**config.mk**
```make
export PLATFORM = sky130hd
export DESIGN_NAME = referee
export DESIGN_NICKNAME = d
export VERILOG_FILES = /design/src/rtl/pong_pkg.sv /design/src/rtl/serve_timer.sv /design/src/rtl/referee.sv
export SDC_FILE = /design/constraint.sdc
export NUM_CORES = 1
export LEC_CHECK = 0
export ABC_AREA = 1
export CELL_PAD_IN_SITES_DETAIL_PLACEMENT = 0
export CELL_PAD_IN_SITES_GLOBAL_PLACEMENT = 1
export CORE_MARGIN = 8
export CORE_UTILIZATION = 30
export DETAILED_ROUTE_END_ITERATION = 16
export GPL_ROUTABILITY_DRIVEN = 0
export PLACE_DENSITY = 0.8
export SLEW_MARGIN = 20
export SYNTH_ARGS = -nofsm -noshare
export SYNTH_HDL_FRONTEND = slang
export SYNTH_SLANG_ARGS = --single-unit
export TNS_END_PERCENT = 20
```
**constraint.sdc**
```tcl
create_clock -name clk -period 1.59 [get_ports clk]
set_input_delay 0.318 -clock clk [delete_from_list [all_inputs] [get_ports clk]]
set_output_delay 0.318 -clock clk [all_outputs]
set_load 0.05 [all_outputs]
```
**src/rtl/pong_pkg.sv**
```systemverilog
// Shared game constants, the FSM state type and a saturating score helper.
// Latency: not applicable (declarations only).
// Backpressure: not applicable.
package pong_pkg;

    typedef enum logic [1:0] {
        SERVE_WAIT = 2'd0,
        PLAY       = 2'd1,
        POINT      = 2'd2,
        GAME_OVER  = 2'd3
    } state_t;

    localparam logic [3:0] GRID_MAX = 4'd15;
    localparam logic [3:0] LHIT_COL = 4'd1;
    localparam logic [3:0] RHIT_COL = 4'd14;
    localparam logic [3:0] CENTRE   = 4'd7;

    function automatic logic [3:0] sat_inc(input logic [3:0] v, input logic [3:0] lim);
        return (v < lim) ? v + 4'd1 : v;
    endfunction

endpackage

```
**src/rtl/serve_timer.sv**
```systemverilog
// Loadable tick-enabled down-counter; done flags the tick that sees count==1.
// Latency: done is combinational from the registered count and the tick.
// Backpressure: none; load overrides tick.
module serve_timer #(
    parameter int DELAY_W = 10,
    parameter int RELOAD  = 1
) (
    input  logic clk,
    input  logic reset,
    input  logic load,
    input  logic tick,
    output logic done
);

    logic [DELAY_W-1:0] count;

    always_ff @(posedge clk or negedge reset) begin
        if (!reset) begin
            count <= DELAY_W'(RELOAD);
        end else if (load) begin
            count <= DELAY_W'(RELOAD);
        end else if (tick && (count != '0)) begin
            count <= count - 1'b1;
        end
    end

    assign done = tick && (count == DELAY_W'(1));

endmodule

```
**src/rtl/referee.sv**
```systemverilog
// Pong rules engine: serve countdown, paddle/wall bounces, scoring, game over.
// Latency: every response is registered, 1 clk after the sampling tick.
// Backpressure: none; inputs are only looked at on tick cycles.
module referee
    import pong_pkg::*;
#(
    parameter int SCORE_MAX   = 9,
    parameter int SERVE_DELAY = 1000,
    parameter int DELAY_W     = 10
) (
    input  logic        clk,
    input  logic        reset,
    input  logic        tick,
    input  logic [3:0]  ball_x,
    input  logic [3:0]  ball_y,
    input  logic        ball_left,
    input  logic        ball_up,
    input  logic [15:0] lpaddle,
    input  logic [15:0] rpaddle,
    input  logic        restart,
    output logic        bounce_x,
    output logic        bounce_y,
    output logic        serve,
    output logic        serve_left,
    output logic        freeze,
    output logic [3:0]  score_l,
    output logic [3:0]  score_r,
    output logic        game_over,
    output logic        winner
);

    // A zero delay would never hit count==1, so it behaves as a single tick.
    localparam int         DELAY_EFF = (SERVE_DELAY < 1) ? 1 : SERVE_DELAY;
    localparam logic [3:0] SMAX      = 4'(SCORE_MAX);

    state_t state, state_nxt;
    logic   scorer_r, scorer_r_nxt;
    logic   serve_dir, serve_dir_nxt;

    logic       bounce_x_d, bounce_y_d, serve_d, serve_left_d, freeze_d;
    logic       game_over_d, winner_d;
    logic [3:0] score_l_d, score_r_d;

    logic       play_tick, y_edge, l_reach, r_reach, l_hit, r_hit, l_miss, r_miss, miss;
    logic       timer_load, timer_tick, timer_done, win;
    logic [3:0] new_l, new_r;

    assign play_tick = tick && (state == PLAY);
    assign y_edge    = ((ball_y == 4'd0) && ball_up) || ((ball_y == GRID_MAX) && !ball_up);
    assign l_reach   = (ball_x == LHIT_COL) && ball_left;
    assign r_reach   = (ball_x == RHIT_COL) && !ball_left;
    assign l_hit     = l_reach && lpaddle[ball_y];
    assign r_hit     = r_reach && rpaddle[ball_y];
    assign l_miss    = l_reach && !lpaddle[ball_y];
    assign r_miss    = r_reach && !rpaddle[ball_y];
    assign miss      = l_miss || r_miss;

    // scorer_r remembers who won the rally between the miss tick and POINT.
    assign new_l = scorer_r ? score_l : sat_inc(score_l, SMAX);
    assign new_r = scorer_r ? sat_inc(score_r, SMAX) : score_r;
    assign win   = scorer_r ? (new_r == SMAX) : (new_l == SMAX);

    assign timer_load = ((state == POINT) && !win) || ((state == GAME_OVER) && restart);
    assign timer_tick = tick && (state == SERVE_WAIT);

    serve_timer #(
        .DELAY_W (DELAY_W),
        .RELOAD  (DELAY_EFF)
    ) u_serve_timer (
        .clk   (clk),
        .reset (reset),
        .load  (timer_load),
        .tick  (timer_tick),
        .done  (timer_done)
    );

    always_ff @(posedge clk or negedge reset) begin
        if (!reset) begin
            state <= SERVE_WAIT;
        end else begin
            state <= state_nxt;
        end
    end

    always_comb begin
        state_nxt = state;
        case (state)
            SERVE_WAIT: if (timer_done) state_nxt = PLAY;
            PLAY:       if (play_tick && miss) state_nxt = POINT;
            POINT:      state_nxt = win ? GAME_OVER : SERVE_WAIT;
            GAME_OVER:  if (restart) state_nxt = SERVE_WAIT;
            default:    state_nxt = SERVE_WAIT;
        endcase
    end

    always_comb begin
        bounce_x_d    = play_tick && (l_hit || r_hit);
        bounce_y_d    = play_tick && y_edge && !miss;
        serve_d       = timer_done;
        serve_left_d  = serve_left;
        freeze_d      = freeze;
        score_l_d     = score_l;
        score_r_d     = score_r;
        game_over_d   = game_over;
        winner_d      = winner;
        scorer_r_nxt  = scorer_r;
        serve_dir_nxt = serve_dir;
        case (state)
            SERVE_WAIT: begin
                if (timer_done) begin
                    serve_left_d = serve_dir;
                    freeze_d     = 1'b0;
                end
            end
            PLAY: begin
                if (play_tick && miss) begin
                    freeze_d     = 1'b1;
                    scorer_r_nxt = l_miss;
                end
            end
            POINT: begin
                score_l_d     = new_l;
                score_r_d     = new_r;
                freeze_d      = 1'b1;
                serve_dir_nxt = scorer_r;
                if (win) begin
                    game_over_d = 1'b1;
                    winner_d    = scorer_r;
                end
            end
            GAME_OVER: begin
                if (restart) begin
                    score_l_d     = 4'd0;
                    score_r_d     = 4'd0;
                    serve_dir_nxt = 1'b0;
                    game_over_d   = 1'b0;
                    winner_d      = 1'b0;
                end
            end
            default: ;
        endcase
    end

    always_ff @(posedge clk or negedge reset) begin
        if (!reset) begin
            bounce_x   <= 1'b0;
            bounce_y   <= 1'b0;
            serve      <= 1'b0;
            serve_left <= 1'b0;
            freeze     <= 1'b1;
            score_l    <= 4'd0;
            score_r    <= 4'd0;
            game_over  <= 1'b0;
            winner     <= 1'b0;
            scorer_r   <= 1'b0;
            serve_dir  <= 1'b0;
        end else begin
            bounce_x   <= bounce_x_d;
            bounce_y   <= bounce_y_d;
            serve      <= serve_d;
            serve_left <= serve_left_d;
            freeze     <= freeze_d;
            score_l    <= score_l_d;
            score_r    <= score_r_d;
            game_over  <= game_over_d;
            winner     <= winner_d;
            scorer_r   <= scorer_r_nxt;
            serve_dir  <= serve_dir_nxt;
        end
    end

endmodule

```
Figure 1. Gate families picked out.
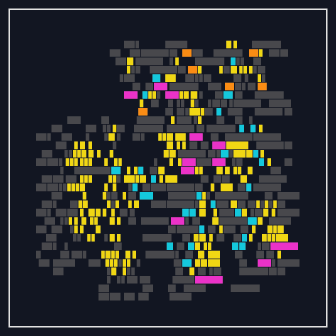
legend:
  NAND gates:
    color: yellow
    cells: 168
  adder and majority cells:
    color: magenta
    cells: 12
  inverting AOI/OAI gates:
    color: cyan
    cells: 29
  XOR/XNOR gates:
    color: orange
    cells: 6

==> flow_metrics.tcl <==
# collected from the flow reports
set metrics [dict create \
    outcome "complete, but fails checks" \
    violations "negative setup slack" \
    chip_area_um2 10500 \
    row_count 31 \
    die.size.y_um 102 \
    fmax_ghz 0.596 \
    layout_setup_ws_ns -0.0883 \
    powerDensity_nw_per_um2 630 \
    dp_hpwl_mm 5.25 \
    fin_crit_sh_pct 106 \
    topCellsByArea "dfrtp_1 25%, nand2_1 20%, inv_1 9.4%" \
    final.setup.tns_ns -0.415 \
    setup.worst_path.end_class "flop" \
    dp.cells 545 \
    grt_max_degree 30 \
    final_nets 519 \
    dpl_worst_slack_ns -0.496 \
    drt-total-wl_mm 6.42 \
    clk_latency_ns 0.28 \
    slew_headroom_pct 75.3 \
    cts-root-buf "clkbuf_8" \
    drc 0 \
    final-setup-viol-count 13 \
    area_growth_pct 68.9 \
    drive_above_1_share_pct 31.4 \
    ys_warn_count 0 \
    first_iter_violations 67 \
    synth_area_leader_cell "dfrtp_1" \
    cts_made_buffers 5 \
]
Figure 2. Placement by cell class.
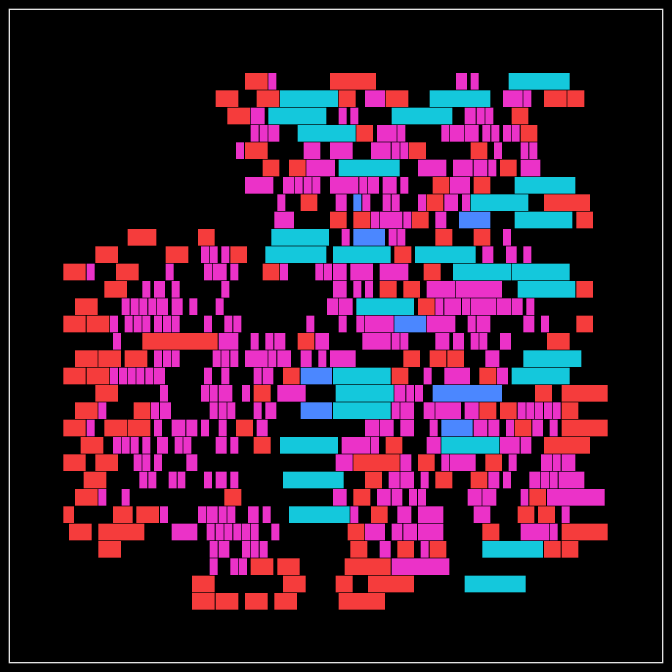
legend:
  all other logic:
    color: magenta
    cells: 302
  other buffers and delay cells:
    color: red
    cells: 123
  flip-flops:
    color: cyan
    cells: 29
  clock drivers and dummy loads:
    color: blue
    cells: 8

[registers in the layout, summed over array words and instances, names as in the netlist]
name,count
bounce_x,1
bounce_y,1
freeze,1
game_over,1
score_l,4
score_r,4
scorer_r,1
serve,1
serve_dir,1
serve_left,1
state,2
u_serve_timer.count,10
winner,1
[synthesized netlist by cell type (all sizes together), types with 2 or more instances]
master	n
nand2	130
inv	61
nand3	32
dfrtp	22
nor2	18
o21ai	13
ha	12
dfstp	7
nand4	6
o22ai	6
xor2	5
a21oi	4
buf	4
nor3	3
a41oi	2
nor4	2
o21a	2
[routing by layer]
metal  part of all wire (%)  GRT usage [%]
met1                     44           14.7
met5                      0              0
met2                     49           23.7
met4                    1.7           3.95
met3                    6.0           3.81
[per-stage QoR]
step | util (%) | area (um^2) | hold slack [ns]
after floorplan | - | 2280 | 0.0224
after global placement | 47.8 | 3470 | 0.468
after detailed placement | 47.8 | 3470 | 0.479
after CTS | 50.8 | 3690 | 0.426
after global routing | 52.0 | 3770 | 0.454
final | 52.0 | 3770 | 0.419
[worst paths after layout]
kind                       startpoint                     end  slack [ns]  depth (start not counted)
max in group asynchronous       reset  u_serve_timer.count[6]        0.86                          2
hold reg to reg                winner                  winner        0.48                          2
min in group clk               winner                  winner        0.48                          2
hold / removal                  reset  u_serve_timer.count[1]        0.42                          2
setup reg to reg           score_l[0]  u_serve_timer.count[1]       -0.09                         13
setup / recovery           score_l[0]  u_serve_timer.count[1]       -0.09                         13
[power by group through the flow]
stage               sequential [mW]  clock (mW)  combinational, mW
floorplan                     0.914           0              0.294
global placement              0.904           0              0.660
finish                        0.896       0.783              0.701
detailed placement            0.909           0              0.672
CTS                           0.897       0.802              0.691
global route                  0.907       0.829              0.794
[cell type report]
cell class                      count  area [um^2]  area share [%]
Inverter                           61          241            6.40
Tap cell                           99          124            3.28
Multi-Input combinational cell    241         1360            36.0
Clock buffer                        7         86.3            2.29
Sequential cell                    29          739            19.6
Clock inverter                      1         30.0           0.795
Timing Repair Buffer              123         1190            31.7
[logic make-up after synthesis]
kind of cell	Yosys count	share of synthesized area, %
xor+xnor	6	2.35
buf+inv	66	12.5
flops	29	32.9
simple gates	192	37.1
fa+ha+maj	12	6.72
compound gates	31	8.40
[repair_timing]
action | 4_1_cts | 5_1_grt
hold buffers | 0 | 0
endpoints found under the setup margin | 17 | 22
pin swaps | 5 | 10
setup buffers | 5 | 2
resized | 11 | 26
hold endpoints to repair | 0 | 0
gates cloned | 1 | 0
[worst register-to-register path, delay by kind of cell, from the launching register on]
kind / cells / cell delay [ns]
DFF: 1 / 0.39
adders and majority gates: 1 / 0.16
and+or+nand+nor: 10 / 0.80
AOI/OAI and AO/OA: 1 / 0.19
buffers and inverters: 1 / 0.06
